$ cat src/rtl/mod_sub_pipe.sv
// mod_sub_pipe -- pipelined modular subtractor, B = (A - M) mod q.
//
// Two register stages with valid bits:
//   s1 : captures A, M, q on accept (in_valid & in_ready)
//   s2 : holds the reduced result B and out_valid
// The block takes one operation per cycle and can hold up to two under
// downstream backpressure. Results leave in the order they were accepted.
//
// Ports:
//   clk        rising-edge clock
//   rstn       asynchronous active-low reset
//   in_valid   operand set A/M/q presented
//   in_ready   block can accept this cycle (depends only on state and out_ready)
//   A, M       minuend / subtrahend, expected < q
//   q          modulus, sampled with each transaction
//   out_valid  B holds a result
//   out_ready  downstream consumes B this cycle
//   B          registered result
//   range_err  registered out-of-range flag that travels with B
//
// Build option:
//   MOD_SUB_RANGE_CHECK_EN  when defined, s1 also registers
//                           (A >= q) | (M >= q) | (q == 0), which is piped to
//                           range_err. When undefined, no comparators are built
//                           and range_err is tied to 0.
module mod_sub_pipe #(
  parameter int unsigned WIDTH = 48
) (
  input  logic             clk,
  input  logic             rstn,
  input  logic             in_valid,
  output logic             in_ready,
  input  logic [WIDTH-1:0] A,
  input  logic [WIDTH-1:0] M,
  input  logic [WIDTH-1:0] q,
  output logic             out_valid,
  input  logic             out_ready,
  output logic [WIDTH-1:0] B,
  output logic             range_err
);

  logic             s1_v;
  logic [WIDTH-1:0] s1_a;
  logic [WIDTH-1:0] s1_m;
  logic [WIDTH-1:0] s1_q;
  logic             s2_v;
  logic [WIDTH-1:0] b_q;

  logic             accept;
  logic             s2_load;
  logic [WIDTH:0]   diff;
  logic [WIDTH-1:0] result;

  // s2 can take s1's content when it is empty or being drained this cycle;
  // in_ready follows the same reasoning one stage further up.
  assign s2_load  = s1_v & (~s2_v | out_ready);
  assign in_ready = ~s1_v | ~s2_v | out_ready;
  assign accept   = in_valid & in_ready;

  // Borrow out of the extended subtraction means A < M: fold back by adding q.
  // The sum is truncated to WIDTH; no extra carry bit is kept.
  always_comb begin
    diff   = {1'b0, s1_a} - {1'b0, s1_m};
    result = diff[WIDTH-1:0];
    if (diff[WIDTH]) begin
      result = diff[WIDTH-1:0] + s1_q;
    end
  end

  // Stage 1: operand capture.
  always_ff @(posedge clk or negedge rstn) begin
    if (!rstn) begin
      s1_v <= 1'b0;
      s1_a <= '0;
      s1_m <= '0;
      s1_q <= '0;
    end else begin
      if (accept) begin
        s1_v <= 1'b1;
        s1_a <= A;
        s1_m <= M;
        s1_q <= q;
      end else if (s2_load) begin
        s1_v <= 1'b0;
      end
    end
  end

  // Stage 2: result register. B only changes on a load, so it is stable
  // while out_valid is held against a low out_ready.
  always_ff @(posedge clk or negedge rstn) begin
    if (!rstn) begin
      s2_v <= 1'b0;
      b_q  <= '0;
    end else begin
      if (s2_load) begin
        s2_v <= 1'b1;
        b_q  <= result;
      end else if (out_ready) begin
        s2_v <= 1'b0;
      end
    end
  end

  assign out_valid = s2_v;
  assign B         = b_q;

`ifdef MOD_SUB_RANGE_CHECK_EN
  logic s1_err;
  logic err_q;

  always_ff @(posedge clk or negedge rstn) begin
    if (!rstn) begin
      s1_err <= 1'b0;
    end else if (accept) begin
      s1_err <= (A >= q) | (M >= q) | (q == '0);
    end
  end

  always_ff @(posedge clk or negedge rstn) begin
    if (!rstn) begin
      err_q <= 1'b0;
    end else if (s2_load) begin
      err_q <= s1_err;
    end
  end

  assign range_err = err_q;
`else
  assign range_err = 1'b0;
`endif

endmodule
$ cat config.mk
export PLATFORM = sky130hd
export DESIGN_NAME = mod_sub_pipe
export DESIGN_NICKNAME = d
export VERILOG_FILES = /design/src/rtl/mod_sub_pipe.sv
export SDC_FILE = /design/constraint.sdc
export NUM_CORES = 1
export LEC_CHECK = 0
export CAP_MARGIN = 25
export CORE_MARGIN = 8
export CORE_UTILIZATION = 60
export DETAILED_ROUTE_END_ITERATION = 7
export PLACE_DENSITY = 0.87
export SKIP_LAST_GASP = 1
export SLEW_MARGIN = 30
export SYNTH_ARGS = -nofsm -noshare
export SYNTH_HDL_FRONTEND = slang
export SYNTH_SLANG_ARGS = --single-unit
$ cat constraint.sdc
create_clock -name clk -period 14.6 [get_ports clk]
set_clock_uncertainty 0.2 [all_clocks]
set_input_delay 4.38 -clock clk [delete_from_list [all_inputs] [get_ports clk]]
set_output_delay 4.38 -clock clk [all_outputs]
set_load 0.02 [all_outputs]
==> results.yml <==
# flow metrics
drt:
  antenna_left: 0
  initialDrtViolationCount: 625
  drt-total-wl_mm: 34.2
  firstDrtPassIters: 5
  drc_errors: 0
  post_drt_wl_per_cell_um: 18.9
grt:
  grt_pass1_wl_mm: 55.5
  use_met1: 0.323
  grt.met3_usage: 0.0591
  gr-usage-met2: 0.433
  overflow: 0
  grt_pass1_vias: 11055
  grt_max_degree: 89
  antenna_found_initial: 3
worst_setup_path:
  ff2ff_path_depth: 21
  endpoint_kind: "primary output"
  cp-start-kind: "input pin"
  cp.required_ns: 10.02
  arrival_ns: 5.79
power:
  p_sw_frac: 0.457
  seqPwrFrac: 0.229
  clkPwrFrac: 0.143
  power_frac_comb: 0.628
  p_int_w: 0.00176
floorplan:
  die_area_um2: 26800
  core_area_um2: 21600
  ios: 199
  floorplan.core_util: 0.606
  rows: 54
logic_synthesis:
  synth_top_cell_by_count: "dfrtp_1"
  syn_inst: 1349
  yosys_warnings: 0
  area_leaders: "dfrtp_1 37%, mux2_2 12%, ha_1 9.6%"
  synth-edff-count: 0
  yosys_area_um2: 13100
  ys_seq_share: 0.370
  async_reset_ff_frac: 1.00
final_timing:
  tns_ns: 0
  slew_headroom: 0.340
  finalSetupViolCount: 0
  hold_viol: 0
  max_freq_ghz: 0.0964
  finalCriticalPeriod_ns: 10.37
  setup_slack_ns: 4.23
  rsz0062_at_grt: "false"
  tightest_slew_ns: 0.978
run_status:
  status: "completed"
placement:
  place_inst: 1778
  port_buffers: 197
  dpl.hpwl_mm: 26.4
  place_ws_ns: 4.32
  place.gp.congestion: 0.936
layout:
  nFillCells: 1556
  fin_nets: 1768
  drive_gt1_frac: 0.143
  instances_no_fill: 1811
  area_growth_pct: 21.0
min_path:
  min_path_cells: 2
  min_path_type: "register to register"
clock_network:
  cts.htree.levels: 4
  clk_latency_ns: 0.44
  cts_root_buf: "clkbuf_16"
  path_clk_slew_ns: 0.07
  post_cts_buffers: 0
  clockBufferDepth: 2
run:
  warnings: 32
-- worst max-delay path: stages --
cell,delay (ns)
clkdlybuf4s50_1,0.48
nand3b_1,0.26
clkdlybuf4s50_1,0.67
-- kinds of logic (layout without fill, tap and decap cells) --
| kind of cell | Yosys count | after routing | synth area share |
|---|---|---|---|
| other | 1 | 2 | 0.000286 |
| and+or+nand+nor | 313 | 313 | 0.111 |
| buffers and inverters | 129 | 310 | 0.0382 |
| muxes | 155 | 155 | 0.132 |
| DFF | 194 | 194 | 0.370 |
| AOI/OAI and AO/OA | 370 | 370 | 0.192 |
| xor gates and xnor gates | 84 | 84 | 0.0561 |
| adders and majority gates | 103 | 103 | 0.0995 |
-- per-layer routing --
| layer | share of wire | up-vias |
|---|---|---|
| li1 | - | 5160 |
| met1 | 0.41 | 5161 |
| met2 | 0.50 | 382 |
| met3 | 0.077 | 54 |
| met4 | 0.017 | 6 |
| met5 | 0.0012 | - |
-- cells in the final DEF, fill, tap and decap left out, types with 13 or more instances in the layout --
| cell | n |
|---|---|
| ha_1 | 101 |
| nor3_1 | 19 |
| xnor2_1 | 49 |
| clkdlybuf4s50_1 | 196 |
| o21ai_0 | 51 |
| nand3_1 | 28 |
| mux2_2 | 144 |
| nand2b_1 | 13 |
| nand2_1 | 106 |
| xor2_1 | 35 |
| clkbuf_16 | 17 |
| inv_1 | 74 |
| dfrtp_1 | 194 |
| o21bai_1 | 13 |
| nor2_1 | 88 |
| o21ai_1 | 40 |
| a21o_1 | 54 |
| a21oi_1 | 124 |
-- sequential cells by signal, indices dropped and copies added (netlist names) --
name       flops
s1_v           1
out_valid      1
s1_q          48
s1_a          48
B             48
s1_m          48
-- stage by stage --
| stage | hold slack [ns] | total power [W] | util | cell area (um^2) |
|---|---|---|---|---|
| after CTS | 0.291 | 0.00322 | 0.733 | 15800 |
| after floorplan | 0.271 | 0.00220 | - | 13100 |
| final | 0.286 | 0.00324 | 0.734 | 15900 |
| after global routing | 0.325 | 0.00347 | 0.733 | 15900 |
| after global placement | 0.267 | 0.00268 | 0.706 | 15300 |
| after detailed placement | 0.275 | 0.00273 | 0.706 | 15300 |
-- power groups by stage --
| stage | sequential, W | clock (W) | combinational (W) |
|---|---|---|---|
| CTS | 0.000741 | 0.000470 | 0.00201 |
| global placement | 0.000745 | 0 | 0.00193 |
| global route | 0.000755 | 0.000494 | 0.00222 |
| floorplan | 0.000805 | 0 | 0.00140 |
| finish | 0.000742 | 0.000463 | 0.00203 |
| detailed placement | 0.000751 | 0 | 0.00198 |
-- final timing paths --
check | startpoint | endpoint | slack, ns
setup / recovery | out_ready | in_ready | 4.23
hold / removal | B[9] | B[9] | 0.29
setup reg to reg | s1_a[0] | B[47] | 8.26
max in group asynchronous | rstn | B[40] | 9.17
min in group asynchronous | rstn | s1_m[12] | 3.75
hold reg to reg | B[9] | B[9] | 0.29
-- final cells by class --
type                    count  area (um^2)  share of cell area
diodes                      1         2.50            0.000158
clock buffers              18          439              0.0277
clock inverters            14          143             0.00899
inverters                  75          282              0.0178
multi-input cells        1026         7770               0.490
flip-flops and latches    194         4850               0.306
well taps                 280          350              0.0221
repair buffers            203         2020               0.127
### Cell classes on the final placement

Scale bar: 50 um. Fill, decap, tap and diode cells in gray.
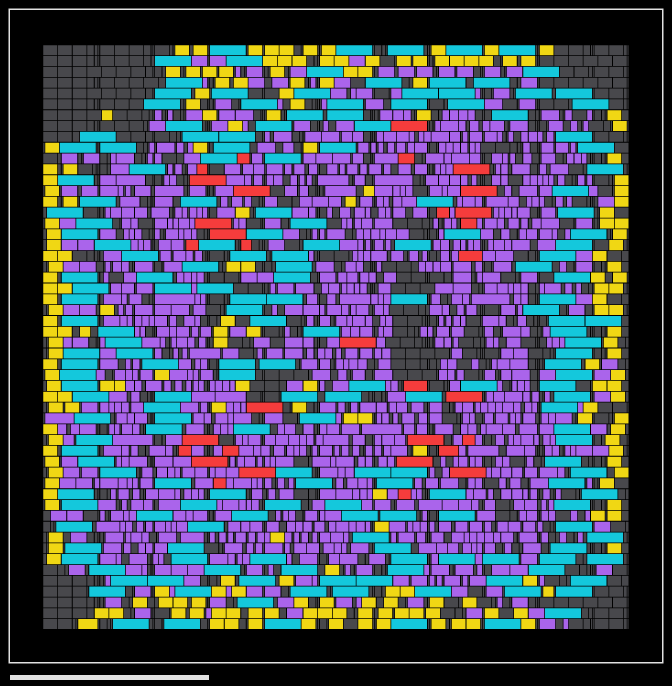
| class | color | cells | share of their area |
|---|---|---|---|
| remaining buffers and delay cells | yellow | 203 | 13% |
| sequential cells | cyan | 194 | 31% |
| remaining logic cells | purple | 1,101 | 52% |
| clock drivers and dummy loads | red | 32 | 3.8% |

### Power grid

Pins as bars on the die edge.
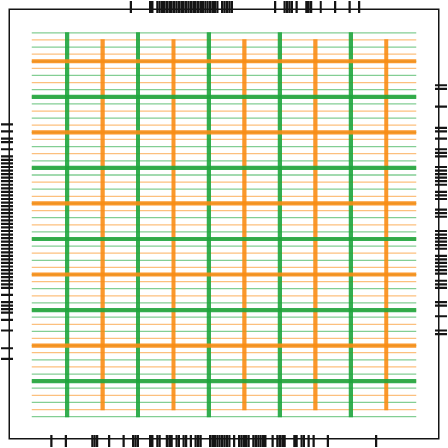
| net | color |
|---|---|
| VSS | green |
| VDD | orange |
met4 straps: 10
signal pins: 199
rows: 54
VDD IR max: 0.000119 V
Die X-Extent: 164 um

### Clock routing

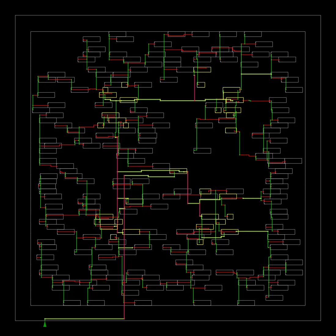
clock buf count: 18
clk pwr: 0.000463 W
clk sinks: 194

Power and IR drop assume default switching activity.
